Run 1, routing congestion:
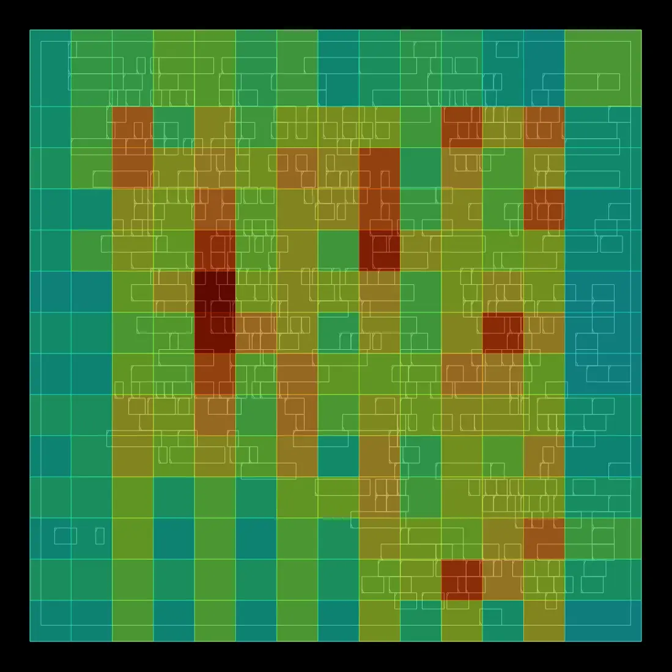
Run 1, signal wires on met3:
Scale: 4 px per um. Cells faint in the background.
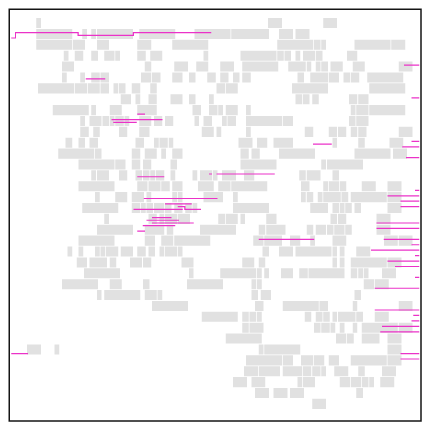
Run 1, ports around the boundary:
Scale: 4 px per um. Pins as bars across the die edge, other pins in grey.
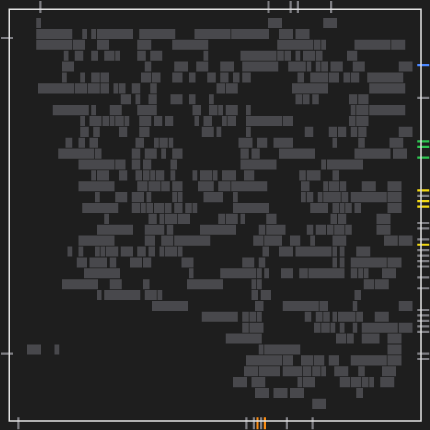
Run 1, signal metal coverage by tile:
Scale: 4 px per um. The die is cut into 21 by 21 equal tiles; dark blue is low, red is high, scaled to the fullest tile. Values are wire area over tile area, all layers added.
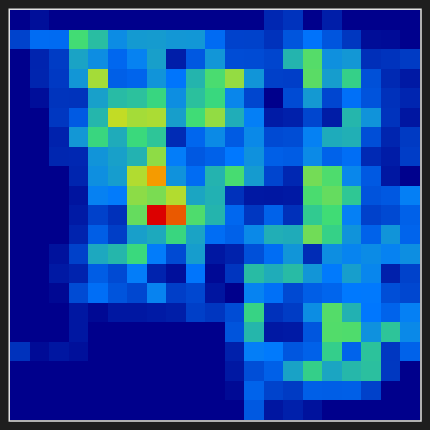
$ cat src/rtl/reloj_hms.sv
// ============================================================================
// Module   : reloj_hms
// Summary  : BCD time-of-day counter (hh:mm:ss) with 1 Hz prescaler,
//            12/24-hour modes and validated synchronous time load.
//            Optional alarm enabled by defining RELOJ_ALARM_EN.
// Revision : 1.0 - initial release
// ============================================================================
`default_nettype none

module reloj_hms #(
  parameter int DIV     = 50_000_000,
  parameter int HOUR_24 = 1
) (
  input  logic       clock,
  input  logic       reset,
  input  logic       ajuste,
  input  logic [1:0] ajuste_dhora,
  input  logic [3:0] ajuste_uhora,
  input  logic [2:0] ajuste_dmin,
  input  logic [3:0] ajuste_umin,
  input  logic       ajuste_pm,
`ifdef RELOJ_ALARM_EN
  input  logic [1:0] alarma_dhora,
  input  logic [3:0] alarma_uhora,
  input  logic [2:0] alarma_dmin,
  input  logic [3:0] alarma_umin,
  input  logic       alarma_pm,
  input  logic       alarma_on,
  output logic       alarma,
`endif
  output logic       ajuste_err,
  output logic [3:0] Useg,
  output logic [2:0] Dseg,
  output logic [3:0] Umin,
  output logic [2:0] Dmin,
  output logic [3:0] Uhora,
  output logic [1:0] Dhora,
  output logic       pm,
  output logic       segundo,
  output logic       fin_dia
);

  localparam int               c_PW   = (DIV > 2) ? $clog2(DIV) : 1;
  localparam logic [c_PW-1:0]  c_LAST = c_PW'(DIV - 1);
  localparam logic [c_PW-1:0]  c_HALF = c_PW'(DIV / 2);
  localparam logic [1:0]       c_RST_DH = (HOUR_24 != 0) ? 2'd0 : 2'd1;
  localparam logic [3:0]       c_RST_UH = (HOUR_24 != 0) ? 4'd0 : 4'd2;

  logic [c_PW-1:0] r_pre;
  logic            r_seg;
  logic [3:0]      r_us;
  logic [2:0]      r_ds;
  logic [3:0]      r_um;
  logic [2:0]      r_dm;
  logic [3:0]      r_uh;
  logic [1:0]      r_dh;
  logic            r_pm;
  logic            r_err;
  logic            r_fin;

  logic            w_tick;
  logic [c_PW-1:0] w_pre_nxt;
  logic            w_seg_nxt;
  logic [3:0]      w_us;
  logic [2:0]      w_ds;
  logic [3:0]      w_um;
  logic [2:0]      w_dm;
  logic [3:0]      w_uh;
  logic [1:0]      w_dh;
  logic            w_pm;
  logic            w_wrap;
  logic            w_ok;

  assign w_tick    = (r_pre == c_LAST);
  assign w_pre_nxt = w_tick ? '0 : r_pre + 1'b1;
  assign w_seg_nxt = (w_pre_nxt < c_HALF);

  // Time one second ahead of the current registers.
  always_comb begin
    w_us   = r_us;
    w_ds   = r_ds;
    w_um   = r_um;
    w_dm   = r_dm;
    w_uh   = r_uh;
    w_dh   = r_dh;
    w_pm   = r_pm;
    w_wrap = 1'b0;
    if (r_us != 4'd9) begin
      w_us = r_us + 4'd1;
    end else begin
      w_us = 4'd0;
      if (r_ds != 3'd5) begin
        w_ds = r_ds + 3'd1;
      end else begin
        w_ds = 3'd0;
        if (r_um != 4'd9) begin
          w_um = r_um + 4'd1;
        end else begin
          w_um = 4'd0;
          if (r_dm != 3'd5) begin
            w_dm = r_dm + 3'd1;
          end else begin
            w_dm = 3'd0;
            if (HOUR_24 != 0) begin
              if (r_dh == 2'd2 && r_uh == 4'd3) begin
                w_dh   = 2'd0;
                w_uh   = 4'd0;
                w_wrap = 1'b1;
              end else if (r_uh == 4'd9) begin
                w_dh = r_dh + 2'd1;
                w_uh = 4'd0;
              end else begin
                w_uh = r_uh + 4'd1;
              end
            end else begin
              // 12 is followed by 01; 11 -> 12 flips the meridian.
              if (r_dh == 2'd1 && r_uh == 4'd2) begin
                w_dh = 2'd0;
                w_uh = 4'd1;
              end else if (r_dh == 2'd1 && r_uh == 4'd1) begin
                w_uh   = 4'd2;
                w_pm   = ~r_pm;
                w_wrap = r_pm;
              end else if (r_uh == 4'd9) begin
                w_dh = 2'd1;
                w_uh = 4'd0;
              end else begin
                w_uh = r_uh + 4'd1;
              end
            end
          end
        end
      end
    end
  end

  always_comb begin
    w_ok = (ajuste_dmin <= 3'd5) && (ajuste_umin <= 4'd9);
    if (HOUR_24 != 0) begin
      w_ok = w_ok && (ajuste_uhora <= 4'd9) &&
             ((ajuste_dhora < 2'd2) || (ajuste_dhora == 2'd2 && ajuste_uhora <= 4'd3));
    end else begin
      w_ok = w_ok &&
             ((ajuste_dhora == 2'd0 && ajuste_uhora != 4'd0 && ajuste_uhora <= 4'd9) ||
              (ajuste_dhora == 2'd1 && ajuste_uhora <= 4'd2));
    end
  end

  always_ff @(posedge clock or posedge reset) begin
    if (reset) begin
      r_pre <= '0;
      r_seg <= 1'b1;
      r_us  <= 4'd0;
      r_ds  <= 3'd0;
      r_um  <= 4'd0;
      r_dm  <= 3'd0;
      r_uh  <= c_RST_UH;
      r_dh  <= c_RST_DH;
      r_pm  <= 1'b0;
      r_err <= 1'b0;
      r_fin <= 1'b0;
    end else begin
      r_err <= 1'b0;
      r_fin <= 1'b0;
      if (ajuste) begin
        if (w_ok) begin
          // Restart the second so a full DIV cycles elapse after release.
          r_pre <= '0;
          r_seg <= 1'b1;
          r_us  <= 4'd0;
          r_ds  <= 3'd0;
          r_um  <= ajuste_umin;
          r_dm  <= ajuste_dmin;
          r_uh  <= ajuste_uhora;
          r_dh  <= ajuste_dhora;
          r_pm  <= (HOUR_24 != 0) ? 1'b0 : ajuste_pm;
        end else begin
          r_pre <= w_pre_nxt;
          r_seg <= w_seg_nxt;
          r_err <= 1'b1;
        end
      end else begin
        r_pre <= w_pre_nxt;
        r_seg <= w_seg_nxt;
        if (w_tick) begin
          r_us  <= w_us;
          r_ds  <= w_ds;
          r_um  <= w_um;
          r_dm  <= w_dm;
          r_uh  <= w_uh;
          r_dh  <= w_dh;
          r_pm  <= w_pm;
          r_fin <= w_wrap;
        end
      end
    end
  end

`ifdef RELOJ_ALARM_EN
  logic       r_alarma;
  logic [5:0] r_al_cnt;
  logic       w_tick_en;
  logic       w_al_hit;

  assign w_tick_en = w_tick && !ajuste;
  assign w_al_hit  = w_tick_en && (w_us == 4'd0) && (w_ds == 3'd0) &&
                     (w_um == alarma_umin) && (w_dm == alarma_dmin) &&
                     (w_uh == alarma_uhora) && (w_dh == alarma_dhora) &&
                     ((HOUR_24 != 0) || (w_pm == alarma_pm));

  always_ff @(posedge clock or posedge reset) begin
    if (reset) begin
      r_alarma <= 1'b0;
      r_al_cnt <= 6'd0;
    end else if (!alarma_on) begin
      r_alarma <= 1'b0;
      r_al_cnt <= 6'd0;
    end else if (w_al_hit) begin
      r_alarma <= 1'b1;
      r_al_cnt <= 6'd0;
    end else if (r_alarma && w_tick_en) begin
      if (r_al_cnt == 6'd59) begin
        r_alarma <= 1'b0;
        r_al_cnt <= 6'd0;
      end else begin
        r_al_cnt <= r_al_cnt + 6'd1;
      end
    end
  end

  assign alarma = r_alarma;
`endif

  assign ajuste_err = r_err;
  assign Useg       = r_us;
  assign Dseg       = r_ds;
  assign Umin       = r_um;
  assign Dmin       = r_dm;
  assign Uhora      = r_uh;
  assign Dhora      = r_dh;
  assign pm         = r_pm;
  assign segundo    = r_seg;
  assign fin_dia    = r_fin;

endmodule

`default_nettype wire
$ cat config.mk
export PLATFORM = sky130hd
export DESIGN_NAME = reloj_hms
export DESIGN_NICKNAME = d
export VERILOG_FILES = /design/src/rtl/reloj_hms.sv
export SDC_FILE = /design/constraint.sdc
export NUM_CORES = 1
export LEC_CHECK = 0
export CAP_MARGIN = 20
export CORE_MARGIN = 1.5
export CORE_UTILIZATION = 30
export CTS_CLUSTER_DIAMETER = 200
export DETAILED_ROUTE_END_ITERATION = 7
export PLACE_DENSITY_LB_ADDON = 0.12
export SYNTH_ARGS = -nofsm -noshare
export SYNTH_HDL_FRONTEND = slang
export SYNTH_SLANG_ARGS = --single-unit
$ cat constraint.sdc
create_clock -name clock -period 3.1 [get_ports clock]
set_clock_uncertainty 0.15 [all_clocks]
set_input_delay 0.31 -clock clock [delete_from_list [all_inputs] [get_ports clock]]
set_output_delay 0.31 -clock clock [all_outputs]
set_load 0.01 [all_outputs]
==> results.md, run 1 <==
| Result | Reported |
|:---|:---|
| Outcome | complete, no violations |
| Crit-path max cell delay | 0.58 ns |
| Critical Path Sink Type | register |
| Iteration count of the initial detailed-routing pass | 4 |
| Yosys top cell area share | 40.4% |
| Estimated wirelength of the detail-placed design | 5540 um |
| Starting utilization of the core area | 30.7% |
| RSZ-0062 raised after global routing | false |
| Top-level port count | 41 |
| Area added between synthesis and finish | 22.0% |
| Critical path required time | 3.16 ns |
| Series of cell instances along the critical path | or4b_1, or4_4, nor4_2, o21ai_2, nand2b_4, mux2_4 |
| Overall die area | 10500 um^2 |
| VDD IR max | 0.000172 V |
| Placeable Area | 9680 um^2 |
| Buffers inserted during post-CTS setup optimization | 0 |
| Cell types with the largest area share after synthesis | sky130_fd_sc_hd__dfrtp_1 (40%), sky130_fd_sc_hd__nor2_1 (5.7%), sky130_fd_sc_hd__o21ai_0 (3.9%) |
| Worst relative slew slack | 51.4% |
| Worst-Skew Late Latency | 0.31 ns |
| Min-delay worst type | in2async |
| Worst-path clk slew | 0.10 ns |
| Final clock period utilization by the worst path | 93.5% |
| Post-synthesis chip area from yosys | 2970 um^2 |
-- 'routing congestion' (at the start) --
final routed wire length divided by cell count: 14.4 um
global routing met1 resource utilization: 20.6%
global-route track usage on met3: 2.58%
global-route usage over all layers: 15.0%

-- 'signal wires on met3' (at the start) --
share of all routed wire	4.5%
nets with wire on the layer	41
DR vias: 2656
final WL: 7440 um

-- 'ports around the boundary' (at the start) --
port	colour	pins	direction	edge
Umin	yellow	4	output	right
Dhora	orange	2	output	bottom
ajuste_err	blue	1	output	right
Dseg	green	3	output	right
Vert. Die Dim: 103 um
chip width: 103 um
IO Port Bufs: 38

-- 'signal metal coverage by tile' (at the start) --
mean over tiles	0.11
tiles over half the peak	7.0%
emptiest ninth of the die	bottom left
densest ninth of the die	middle
nearly empty tiles	26%

-- run 1: metrics by stage --
step           setup slack (ns)  cells  instance area (um^2)  util [%]
2_1_floorplan             0.354    339                  2970         -
3_3_place_gp              0.241    508                  3530      36.5
3_5_place_dp              0.204    508                  3530      36.5
4_1_cts                   0.192    516                  3630      37.4
5_1_grt                   0.109    516                  3630      37.4
6_report                  0.201    516                  3630      37.4
-- run 1: final cells by class --
cell class / count / area, um^2 / share of cell area [%]
clock inverter: 3 / 22.5 / 0.621
sequential: 49 / 1230 / 33.9
multi-input combinational: 268 / 1640 / 45.2
tap: 133 / 166 / 4.59
timing repair buffer: 50 / 470 / 13.0
clock buffer: 5 / 68.8 / 1.90
inverter: 8 / 30.0 / 0.828
-- run 1: cell families after synthesis --
kind of cell | Yosys count
multiplexers | 2
AND-OR/OR-AND | 75
AND/OR/NAND/NOR | 164
other | 1
flip-flops | 49
buffers and inverters | 22
XOR/XNOR | 19
adder cells (fa/ha/maj) | 7
-- run 1: path summary, 6_finish.rpt --
kind / startpoint / endpoint / slack, ns / cells after the start
worst max-delay path: r_pre[7] / Dhora[0] / 0.20 / 6
worst min register to register: r_pre[0] / r_pre[0] / 0.37 / 1
min in group clock: r_pre[0] / r_pre[0] / 0.37 / 1
worst min-delay path: reset / Dmin[0] / 0.14 / 2
worst max register to register: r_pre[7] / Dhora[0] / 0.20 / 6
max in group asynchronous: reset / segundo / 2.03 / 3
-- run 1: state kept, by name, indices dropped and copies added, names as in the netlist --
name / count
ajuste_err: 1
Useg: 4
Umin: 4
r_pre: 26
segundo: 1
Uhora: 4
Dhora: 2
Dmin: 3
fin_dia: 1
Dseg: 3
-- run 1: power by group --
| group | internal, uW | switching (uW) |
|---|---|---|
| logic | 262 | 232 |
| clock network | 159 | 236 |
| registers | 737 | 139 |
Run 1, metal 2:
Scale: 4 px per um. Cells faint in the background.
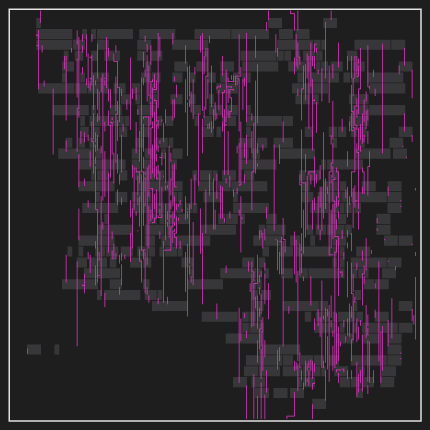

## Run 2: what changed since run 1
--- a/config.mk
+++ b/config.mk
@@ -6,10 +6,10 @@
 export NUM_CORES = 1
 export LEC_CHECK = 0
 export CAP_MARGIN = 20
-export CORE_MARGIN = 1.5
-export CORE_UTILIZATION = 30
+export CORE_UTILIZATION = 55
 export CTS_CLUSTER_DIAMETER = 200
 export DETAILED_ROUTE_END_ITERATION = 7
+export HOLD_SLACK_MARGIN = 0.12
 export PLACE_DENSITY_LB_ADDON = 0.12
 export SYNTH_ARGS = -nofsm -noshare
 export SYNTH_HDL_FRONTEND = slang
Run 2, metal 2:
Scale: 6 px per um. Cells faint in the background.
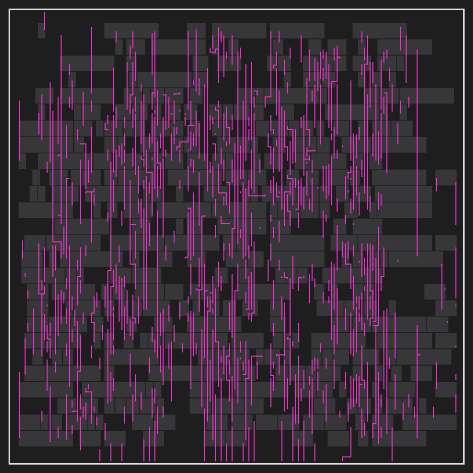
nets with wire on the layer	330
share of all routed wire	45%
M2 GR Usage: 37.7%
final WL: 6570 um
DR vias: 2624

==> run 2 against run 1 <==
Power rose by 0.75%. Highest routed layer unchanged. Flip-flop count is the same. Largest power group unchanged. Hold slack gained 0.041 ns. Sequential power hardly changed. Core utilization grew 31 points. Global-route usage rose by 10 points. Cell count decreased by 13%. Register-to-register slack improved by 0.04 ns. Design area is 2.5% lower.
==> results.md, run 2 <==
| Result | Reported | Delta |
|:---|:---|:---|
| Buffers inserted during post-CTS setup optimization | 0 | unchanged |
| Xor-xnor portion of the synthesized cell area | 5.60% |  |
| Capture point of the worst reg-to-reg path | Dhora[0] |  |
| Series of cell instances along the critical path | or4b_1, or4_4, nor4_2, o21ai_2, nand2b_4, mux2_4 |  |
| Final core utilization | 68.4% | +31 points |
| Flip-flop count of the largest register, all copies and words added | 26 | unchanged |
| Proportion of synthesized chip area in sequential cells | 41.3% |  |
| Final clock period utilization by the worst path | 92.1% | -1.4 points |
| Post-synthesis cell area | 2970 um^2 |  |
| Final Instance Area | 3540 um^2 | -2.5% |
| Yosys top cell area share | 40.4% | unchanged |
| Vert. Die Dim | 75.5 um | -26% |
| Worst reg-to-reg path cell count | 6 | unchanged |
| CTS Buf Count | 5 |  |
| Post-Synthesis Net Count | 363 |  |
| CTS HTree Levels | 2 |  |
| Non-filler cells, final | 451 | -13% |
| Power density of the placed cells | 503 nW/um^2 |  |
| VDD IR max | 0.000366 V | +110% |
| R2R setup slack | 0.24 ns | +0.04 ns |
| Placed instance area | 3440 um^2 | -2.8% |
| Source of the worst register-to-register timing path | r_pre[7] |  |
| Min-delay worst type | in2async |  |
| Critical Path Sink Type | register |  |
| Cell types with the largest area share after synthesis | sky130_fd_sc_hd__dfrtp_1 (40%), sky130_fd_sc_hd__nor2_1 (5.7%), sky130_fd_sc_hd__o21ai_0 (3.9%) |  |
| Critical path required time | 3.14 ns | -0.02 ns |
| Estimated wirelength of the detail-placed design | 4740 um | -14% |
| Top reg by flops | r_pre |  |
| Iteration count of the initial detailed-routing pass | 4 | unchanged |
| Outcome | complete, no violations |  |
| Overall die area | 5700 um^2 | -46% |
| Starting utilization of the core area | 57.5% | +27 points |
| Post-synthesis chip area from yosys | 2970 um^2 | unchanged |
| Worst-Skew Late Latency | 0.30 ns | about the same |
| Final routed wire length divided by cell count | 14.6 um | +1.0% |
| Setup WS post-layout | 0.244 ns | +0.0430 ns |
| Area added between synthesis and finish | 19.0% |  |
| IO Port Bufs | 38 | unchanged |
| Setup slack at placement | 0.265 ns | +0.0617 ns |
| Maximum number of pins on one net before global-route repair | 30 |  |
| Global-route usage over all layers | 25.1% | +10 points |
| Worst-path clk slew | 0.09 ns | about the same |
| Chip width | 75.5 um | -26% |
| Worst relative slew slack | 57.4% | +6.1 points |
| Worst-case clock buffer depth | 2 |  |
| Top-level port count | 41 | unchanged |
-- run 2: cell count changes in the layout (fill, tap and decap cells not counted), sizes merged --
cell	delta
clkinv	+1
clkinvlp	-3
buf	-2
clkbuf	+2
-- run 2: power by group --
part	switching, uW	leakage (uW)	internal (uW)
clock network	211	0.0000542	202
logic	229	0.000744	261
registers	137	0.000640	737
total	577	0.00144	1200
-- run 2: per-layer routing --
| layer | vias up | wire (um) | track usage (%) |
|---|---|---|---|
| li1 | 1311 | - | - |
| met1 | 1242 | 3330 | 37.5 |
| met2 | 67 | 2930 | 37.7 |
| met3 | 4 | 268 | 5.03 |
| met4 | 0 | 40 | 5.56 |
| met5 | - | 0 | 0 |
-- run 2: logic make-up (layout without fill, tap and decap cells) --
group	after synthesis	after routing
flip-flops	49	49
AND/OR/NAND/NOR	164	164
other	1	1
multiplexers	2	2
buffers and inverters	22	64
AND-OR/OR-AND	75	75
adder cells (fa/ha/maj)	7	7
XOR/XNOR	19	19
-- run 2: worst max-delay path by stage --
stage,end,depth (start not counted),slack (ns),start
2_1_floorplan,Dhora[0],7,0.35,r_pre[8]
3_3_place_gp,Dhora[0],6,0.30,r_pre[7]
3_5_place_dp,Dhora[0],6,0.27,r_pre[7]
4_1_cts,Dhora[0],6,0.25,r_pre[7]
5_1_grt,Useg[2],7,0.17,r_pre[7]
6_report,Dhora[0],6,0.24,r_pre[7]
-- run 2: final cells by class --
type | count | area [um^2] | share of cell area [%]
multi-input combinational | 268 | 1640 | 46.2
sequential | 49 | 1230 | 34.7
timing repair buffer | 48 | 455 | 12.9
clock buffer | 7 | 96.3 | 2.72
tap | 70 | 87.6 | 2.48
inverter | 8 | 30.0 | 0.849
clock inverter | 1 | 5.00 | 0.141
## Run 3: what changed since run 2
--- a/config.mk
+++ b/config.mk
@@ -5,6 +5,7 @@
 export SDC_FILE = /design/constraint.sdc
 export NUM_CORES = 1
 export LEC_CHECK = 0
+export ABC_CLOCK_PERIOD_IN_PS = 3100
 export CAP_MARGIN = 20
 export CORE_UTILIZATION = 55
 export CTS_CLUSTER_DIAMETER = 200
Run 3, signal metal coverage by tile:
Scale: 4 px per um. The die is cut into 15 by 15 equal tiles; dark blue is low, red is high, scaled to the fullest tile. Values are wire area over tile area, all layers added.
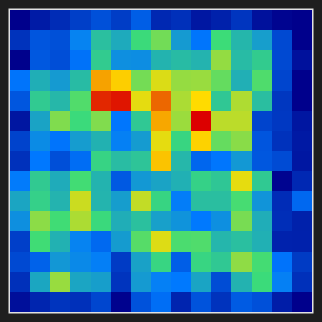
nearly empty tiles	4.4%
fullest tile	0.53
tiles over half the peak	21%
mean over tiles	0.18
global-route usage over all layers: 25.1%
final routed wire length divided by cell count: 14.6 um

==> run 3 against run 2 <==
Flip-flop count is the same. First-iteration DRC count unchanged. Via count unchanged. Sequential share of layout area unchanged. Die area stayed put. Routed wire length did not move. Count of clock-buffer cells in the layout unchanged. Power stayed put. Cell count unchanged. Design area unchanged. Area after synthesis unchanged. Critical path depth unchanged. Critical path type unchanged. Critical endpoint unchanged.
==> results.md, run 3 <==
| Result | Reported | Delta |
|:---|:---|:---|
| Global routing met1 resource utilization | 37.5% | unchanged |
| Final core utilization | 68.4% | unchanged |
| Flip-flop count of the largest register, all copies and words added | 26 | unchanged |
| Comb gates | 268 | unchanged |
| Iteration count of the initial detailed-routing pass | 4 | unchanged |
| Critical Path Sink Type | register |  |
| Post-synthesis chip area from yosys | 2970 um^2 | unchanged |
| Sequential cell count of the final layout | 49 | unchanged |
| Seq. cell area | 1230 um^2 | unchanged |
| Worst relative slew slack | 57.4% | unchanged |
| Top-level port count | 41 | unchanged |
| Global-route track usage on met3 | 5.03% | unchanged |
| Power density of the placed cells | 503 nW/um^2 | unchanged |
| Setup WS post-layout | 0.244 ns | unchanged |
| Combinational gate area | 1640 um^2 | unchanged |
| Estimated wirelength of the detail-placed design | 4740 um | unchanged |
| Worst-Skew Late Latency | 0.30 ns | about the same |
| M2 GR Usage | 37.7% | unchanged |
| Post-Synthesis Net Count | 363 | unchanged |
| DR vias | 2624 | unchanged |
| Setup slack at placement | 0.265 ns | unchanged |
| Yosys top cell area share | 40.4% | unchanged |
| Top reg by flops | r_pre |  |
| Worst-case clock buffer depth | 2 | unchanged |
| Proportion of synthesized chip area in sequential cells | 41.3% | unchanged |
| Critical path required time | 3.14 ns | about the same |
| IO Port Bufs | 38 | unchanged |
| Maximum number of pins on one net before global-route repair | 30 | unchanged |
| VDD IR max | 0.000366 V | unchanged |
| Outcome | complete, no violations |  |
| Sequential fraction of total cell area | 34.7% | unchanged |
| Min-delay worst type | in2async |  |
| Buffers inserted during post-CTS setup optimization | 0 | unchanged |
| CTS HTree Levels | 2 | unchanged |
| Clock buffers | 7 | unchanged |
| Worst-path clk slew | 0.09 ns | about the same |
| Most congested layer reported by global routing | met2 |  |
| Starting utilization of the core area | 57.5% | unchanged |
| Relative area of non-clock buffer cells in the final design | 12.9% | unchanged |
| Largest cell class | multi-input combinational cells |  |
| CTS Buf Count | 5 | unchanged |
| Non-clock buffer instance count of the final layout | 48 | unchanged |
| Vert. Die Dim | 75.5 um | unchanged |
| Logic gate fraction of the total cell area | 46.2% | unchanged |
| Final WL | 6570 um | unchanged |
| Chip width | 75.5 um | unchanged |
[run 3: cells by family (layout without fill, tap and decap cells)]
family	count (synthesis)	count (layout)	share of synthesized area [%]
AOI/OAI and AO/OA	75	75	16.0
xor gates and xnor gates	19	19	5.60
adders and majority gates	7	7	2.95
buffers and inverters	22	64	3.70
DFF	49	49	41.3
muxes	2	2	0.842
other	1	1	0.126
and+or+nand+nor	164	164	29.5
[run 3: path summary, 6_finish.rpt]
| kind | startpoint | endpoint | slack [ns] | depth (start not counted) |
|---|---|---|---|---|
| setup / recovery | r_pre[7] | Dhora[0] | 0.24 | 6 |
| hold / removal | reset | Umin[1] | 0.18 | 2 |
| setup reg to reg | r_pre[7] | Dhora[0] | 0.24 | 6 |
| hold reg to reg | r_pre[0] | r_pre[0] | 0.39 | 1 |
| max in group asynchronous | reset | segundo | 1.85 | 3 |
| min in group clock | r_pre[0] | r_pre[0] | 0.39 | 1 |
[run 3: stage by stage]
stage / hold WS (ns) / instances / area [um^2]
2_1_floorplan: 0.296 / 339 / 2970
3_3_place_gp: 0.365 / 443 / 3440
3_5_place_dp: 0.376 / 443 / 3440
4_1_cts: 0.193 / 451 / 3540
5_1_grt: 0.230 / 451 / 3540
6_report: 0.182 / 451 / 3540
[run 3: report_power, final]
part           switching, uW  internal, uW
clock network            211           202
registers                137           737
logic                    229           261
total                    577          1200
[run 3: routing by layer]
layer | wire [um] | share of wire, %
met5 | 0 | 0
met4 | 40 | 0.61
met3 | 268 | 4.1
met2 | 2930 | 45
met1 | 3330 | 51
Power is estimated from default activity; no workload was simulated.
